File: config.mk
export PLATFORM = sky130hd
export DESIGN_NAME = rx_link_ctrl
export DESIGN_NICKNAME = d
export VERILOG_FILES = /design/src/rtl/rx_link_ctrl.sv
export SDC_FILE = /design/constraint.sdc
export NUM_CORES = 1
export LEC_CHECK = 0
export CORE_MARGIN = 2
export CORE_UTILIZATION = 25
export CTS_CLUSTER_SIZE = 14
export DETAILED_ROUTE_END_ITERATION = 10
export GPL_TIMING_DRIVEN = 0
export PLACE_DENSITY = 0.41
export SLEW_MARGIN = 20
export SYNTH_ARGS = -nofsm -noshare
export SYNTH_HDL_FRONTEND = slang
export SYNTH_SLANG_ARGS = --single-unit
File: constraint.sdc
create_clock -name clk_4f -period 2.1 [get_ports clk_4f]
set_input_delay 0.21 -clock clk_4f [delete_from_list [all_inputs] [get_ports clk_4f]]
set_output_delay 0.21 -clock clk_4f [all_outputs]
set_load 0.05 [all_outputs]
File: src/rtl/rx_link_ctrl.sv
// rx_link_ctrl: comma-based byte alignment and link-lock controller.
// Hunts for a run of COM bytes to declare lock, then forwards payload bytes
// and monitors COM spacing so that a link whose commas stop arriving is dropped.
// Optional feature: define RX_LINK_CTRL_BIT_SLIP_EN to add the slip output.
// That output asks the deserializer to shift by one bit after every eight
// consecutive non-COM bytes seen while searching.
module rx_link_ctrl #(
  parameter logic [7:0] COM        = 8'hBC,
  parameter int         LOCK_COUNT = 4,
  parameter int         MAX_GAP    = 16,
  parameter int         LOSS_COUNT = 3
) (
  input  logic       clk_4f,
  input  logic       reset,
  input  logic [7:0] byte_in,
  input  logic       byte_stb,
  output logic       active,
  output logic       valid_out,
  output logic [7:0] data_out,
  output logic [3:0] err_cnt
`ifdef RX_LINK_CTRL_BIT_SLIP_EN
  ,
  output logic       slip
`endif
);

  // Thresholds narrowed to the width of the counters they are compared with.
  localparam logic [2:0] LOCK_L = 3'(LOCK_COUNT);
  localparam logic [4:0] GAP_L  = 5'(MAX_GAP);
  localparam logic [1:0] LOSS_L = 2'(LOSS_COUNT);

  typedef enum logic [1:0] {
    ST_SEARCH = 2'd0,
    ST_COUNT  = 2'd1,
    ST_ACTIVE = 2'd2
  } state_t;

  state_t     state_r;
  logic [2:0] com_cnt_r;
  logic [4:0] gap_cnt_r;
  logic [1:0] miss_cnt_r;
`ifdef RX_LINK_CTRL_BIT_SLIP_EN
  logic [2:0] slip_cnt_r;
`endif

  logic       is_com_s;
  logic [2:0] com_inc_s;
  logic [4:0] gap_inc_s;
  logic [1:0] miss_inc_s;
  logic       lock_hit_s;
  logic       gap_hit_s;
  logic       loss_hit_s;
  logic [3:0] err_inc_s;

  // Next-value helpers shared by the state machine below.
  always_comb begin
    is_com_s   = (byte_in == COM);
    com_inc_s  = com_cnt_r + 3'd1;
    gap_inc_s  = gap_cnt_r + 5'd1;
    miss_inc_s = miss_cnt_r + 2'd1;
    lock_hit_s = (com_inc_s == LOCK_L);
    gap_hit_s  = (gap_inc_s == GAP_L);
    loss_hit_s = gap_hit_s && (miss_inc_s == LOSS_L);
    if (err_cnt == 4'hF) begin
      err_inc_s = 4'hF;
    end else begin
      err_inc_s = err_cnt + 4'd1;
    end
  end

  // Lock state machine with all counters and registered outputs.
  always_ff @(posedge clk_4f or negedge reset) begin
    if (!reset) begin
      state_r    <= ST_SEARCH;
      com_cnt_r  <= 3'd0;
      gap_cnt_r  <= 5'd0;
      miss_cnt_r <= 2'd0;
      active     <= 1'b0;
      valid_out  <= 1'b0;
      data_out   <= 8'h00;
      err_cnt    <= 4'd0;
`ifdef RX_LINK_CTRL_BIT_SLIP_EN
      slip_cnt_r <= 3'd0;
      slip       <= 1'b0;
`endif
    end else begin
      // Pulsed outputs fall back to zero unless a strobe raises them.
      valid_out <= 1'b0;
`ifdef RX_LINK_CTRL_BIT_SLIP_EN
      slip      <= 1'b0;
`endif
      if (byte_stb) begin
        case (state_r)
          ST_SEARCH, ST_COUNT: begin
            if (is_com_s) begin
`ifdef RX_LINK_CTRL_BIT_SLIP_EN
              slip_cnt_r <= 3'd0;
`endif
              // com_cnt_r is zero in SEARCH, so LOCK_COUNT=1 locks straight away.
              if (lock_hit_s) begin
                state_r    <= ST_ACTIVE;
                active     <= 1'b1;
                com_cnt_r  <= 3'd0;
                gap_cnt_r  <= 5'd0;
                miss_cnt_r <= 2'd0;
              end else begin
                state_r   <= ST_COUNT;
                com_cnt_r <= com_inc_s;
              end
            end else begin
              state_r   <= ST_SEARCH;
              com_cnt_r <= 3'd0;
`ifdef RX_LINK_CTRL_BIT_SLIP_EN
              // Only bytes seen while already searching count toward a slip.
              if (state_r == ST_SEARCH) begin
                if (slip_cnt_r == 3'd7) begin
                  slip       <= 1'b1;
                  slip_cnt_r <= 3'd0;
                end else begin
                  slip_cnt_r <= slip_cnt_r + 3'd1;
                end
              end else begin
                slip_cnt_r <= 3'd0;
              end
`endif
            end
          end
          ST_ACTIVE: begin
            if (is_com_s) begin
              gap_cnt_r  <= 5'd0;
              miss_cnt_r <= 2'd0;
            end else begin
              // Payload is delivered even when it is the byte that drops lock.
              data_out  <= byte_in;
              valid_out <= 1'b1;
              if (loss_hit_s) begin
                state_r    <= ST_SEARCH;
                active     <= 1'b0;
                com_cnt_r  <= 3'd0;
                gap_cnt_r  <= 5'd0;
                miss_cnt_r <= 2'd0;
                err_cnt    <= err_inc_s;
              end else if (gap_hit_s) begin
                gap_cnt_r  <= 5'd0;
                miss_cnt_r <= miss_inc_s;
              end else begin
                gap_cnt_r <= gap_inc_s;
              end
            end
          end
          default: begin
            state_r    <= ST_SEARCH;
            active     <= 1'b0;
            com_cnt_r  <= 3'd0;
            gap_cnt_r  <= 5'd0;
            miss_cnt_r <= 2'd0;
          end
        endcase
      end
    end
  end

endmodule

Run 1, the clock network:
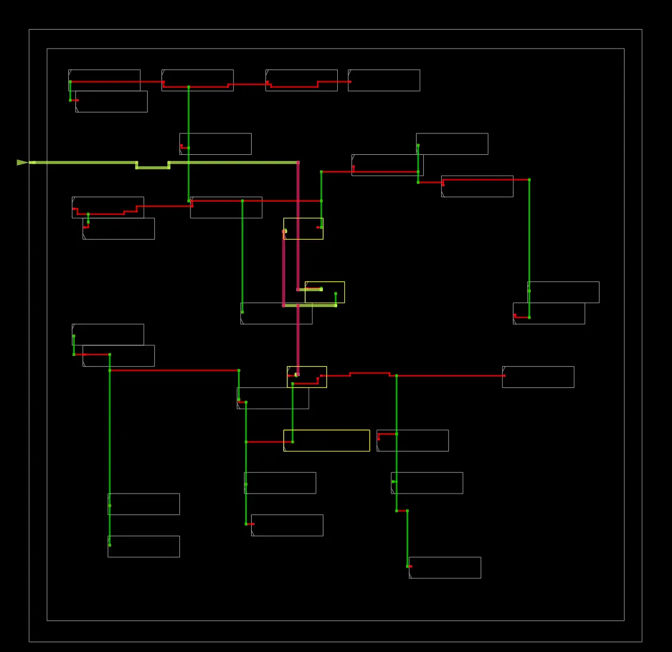
Late-Pin Clk Latency: 280 ps
Clock Skews: 7.67 ps
Clock Sinks: 26
CTS Buf Count: 3
clock buffers: 3

Run 1, clock network drawn from the DEF:
(6 px per um)
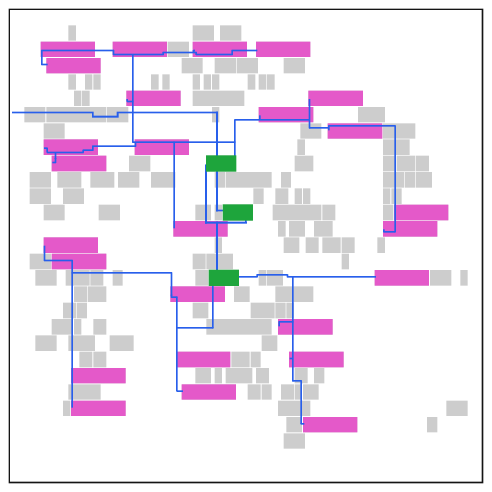
legend:
  blue:
    item: clock wires
    length: 395 um
  magenta:
    item: flip-flops
    count: 26
  green:
    item: clock-net drivers
    count: 3
flops lie: spread over the die
routed clock nets: 4
clock share of power: 44.0%
clk pwr: 0.430 mW

Run 1, gate-type map:
(4 px per um)
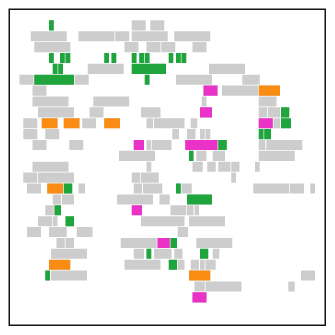
legend:
  orange:
    family: mux cells
    cells: 7
  magenta:
    family: non-inverting ao/oa cells
    cells: 8
  green:
    family: nand cells
    cells: 33
    where: spread over the die
Layout Cells excl Fill: 226
Comb area share: 39.7%
most frequent logic cell in the layout: dfrtp_1

==> impl_metrics.ini, run 1 <==
; implementation run metrics
[run]
warnings = 27

[routing]
top_layer = met4
vias = 1089
post_drt_via_cell_ratio = 4.82

[min_path]
hold_path_end = state_r[0]$_DFFE_PN0P_

[critical_path]
r2r-start = com_cnt_r[0]$_DFFE_PN0P_
crit_start = com_cnt_r[0]$_DFFE_PN0P_
r2r-end = miss_cnt_r[1]$_DFFE_PN0P_

[sta]
fin_crit_sh_pct = 92.9
holdWs_ps = 396
hold_viol_final = 0
rsz0062_at_grt = no
period_needed_ps = 1950

[clock_network]
cts_resized = 0
clock_path_buffers = 2
cts_tree = built

[synth]
edf_count = 0
area_leaders = dfrtp_1 (47%), nand2_1 (5.4%), ha_1 (4.5%), mux2_2 (3.2%), mux2_4 (3.2%)
ys_ff = 26
synth.cells.most_frequent = dfrtp_1 (26), nand2_1 (20), ha_1 (5), inv_1 (5), o21ai_0 (5)
ys_seq_share_pct = 46.7

[placed_design]
dp_slack_ps = 1.78
place_inst = 221
post_dp_cell_area_mm2 = 0.00171

[pwr]
switchingPower_mw = 0.199
power_density_mw_per_mm2 = 546
ir_worst_vdd_mv = 0.257

[finish]
largest_register_ffs = 8
comb_cells = 92
fin_nets = 171
regArea_um2 = 651
top_register = data_out
drive_gt1_share_pct = 16.9

[run_status]
outcome = finished, final reports clean

[global_route]
grt_pass1_vias = 1094

[floorplan]
dieArea_mm2 = 0.00618
==> run 2, diff against run 1 <==
Settings changed: ABC_AREA set to 1, CTS_CLUSTER_DIAMETER set to 40.
Run 2, the clock network:
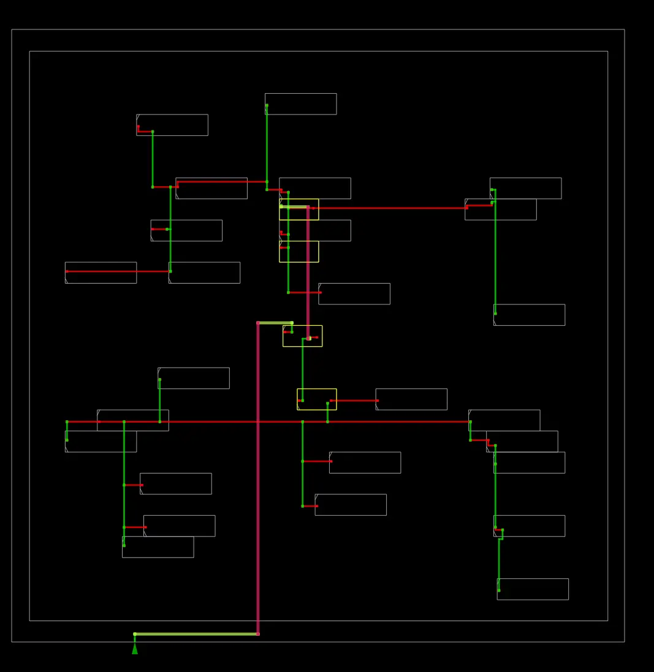
flop count: 26
Late-Pin Clk Latency: 270 ps
clock buffers: 4
clk pwr: 0.318 mW

Run 2, clock network drawn from the DEF:
(6 px per um)
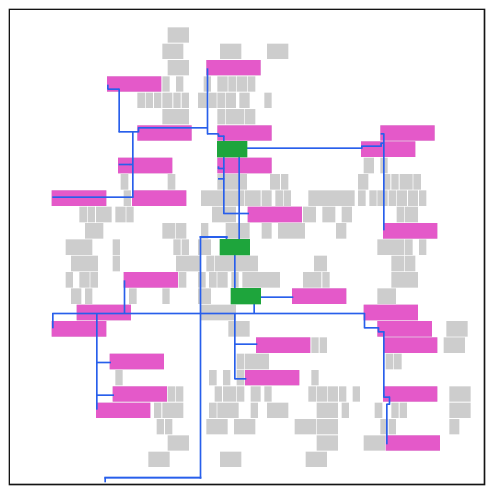
legend:
  magenta:
    item: flip-flops
    count: 26
  green:
    item: clock-net drivers
    count: 3
  blue:
    item: clock wires
    length: 355 um
routed clock nets: 4
clock share of power: 33.6%
Clock Skews: 2.06 ps

==> run 2 against run 1 <==
  * Utilization fell by 0.089 points
  * Critical endpoint is now err_cnt[0]
  * Sequential power is 3% higher
  * Power is 3.3% lower
  * Count of clock-buffer cells in the layout rose by 1
  * Setup slack improved by 230 ps
  * Combinational power is 140% higher
==> impl_metrics.ini, run 2 <==
; implementation run metrics
[run_status]
outcome = finished, final reports clean

[routing]
top_layer = met4
post_drt_via_cell_ratio = 4.14
met3_length_um = 39
wl_met1_mm = 1.30

[placed_design]
place_inst = 258
post_dp_cell_area_mm2 = 0.00173
hpwl_mm = 2.12
dp_slack_ps = 370
portBuffers = 24

[sta]
fin_crit_sh_pct = 82.1
rsz0062_at_grt = no
holdWs_ps = 472
hold_viol_final = 0
period_needed_ps = 1720
slew_viol_final = 0

[clock_network]
cts_tree = built
clkSinkCount = 26
cts_buffers = 3
cts_resized = 0
clock_path_buffers = 2

[pwr]
ir_worst_vdd_mv = 0.194
p_sw_share_pct = 23.9
power_density_mw_per_mm2 = 526
comb_power_share_pct = 11.8
switchingPower_mw = 0.226

[finish]
fin_nets = 208
comb_cells = 116
layoutNonFillerInstCount = 263
drive_gt1_share_pct = 12.6
antenna_cells = 0
regArea_um2 = 651
largest_register_ffs = 8
area_growth_pct = 27.8
top_register = data_out
comb_share_pct = 37.4
seq-cell-share_pct = 36.2
layout_top_cell = nand2_1

[run]
warnings = 27

[synth]
top_logic_kind = simple AND/OR/NAND/NOR gates
area_leaders = dfrtp_1 (46%), nand2_1 (16%), ha_1 (4.5%), inv_1 (4.0%), nand3_1 (3.6%)
edf_count = 0
ys_seq_share_pct = 46.3
ys_ff = 26
aoi_share_pct = 6.77
synth.cells.most_frequent = nand2_1 (59), dfrtp_1 (26), inv_1 (15)

[critical_path]
timing.critical_path.buf_inv = 1
r2r-end = miss_cnt_r[0]$_DFFE_PN0P_
r2r_slack_ps = 490
startpoint_type = register
crit_slowest_cell = clkdlybuf4s50_1
cp_data_arrival_time_ps = 1510
crit_chain = clkdlybuf4s50_1
crit_start = err_cnt[0]$_DFFE_PN0P_
r2r-start = com_cnt_r[0]$_DFFE_PN0P_
crit_required_ps = 1890

[global_route]
antenna_found_initial = 0
grt_pass1_vias = 1046
grt_overflow = 0

[floorplan]
die_h_um = 79.0
chipWidth_um = 79.0
dieArea_mm2 = 0.00624
taps = 72
io_pins = 25
Run 2, wiring by layer:
(4 px per um)
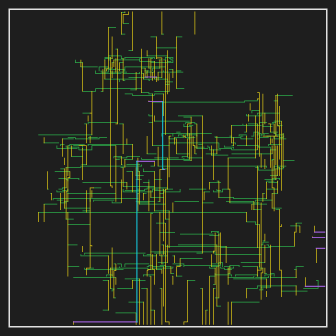
legend:
  purple:
    layer: M3
    wire_length: 39.1 um
  yellow:
    layer: M2
    wire_length: 1300 um
  cyan:
    layer: M4
    wire_length: 57.1 um
  green:
    layer: M1
    wire_length: 1300 um
Tot GR Track Use: 9.42%
Routed WL: 2.70 mm
routed vias: 1089

Power and IR drop assume default switching activity.
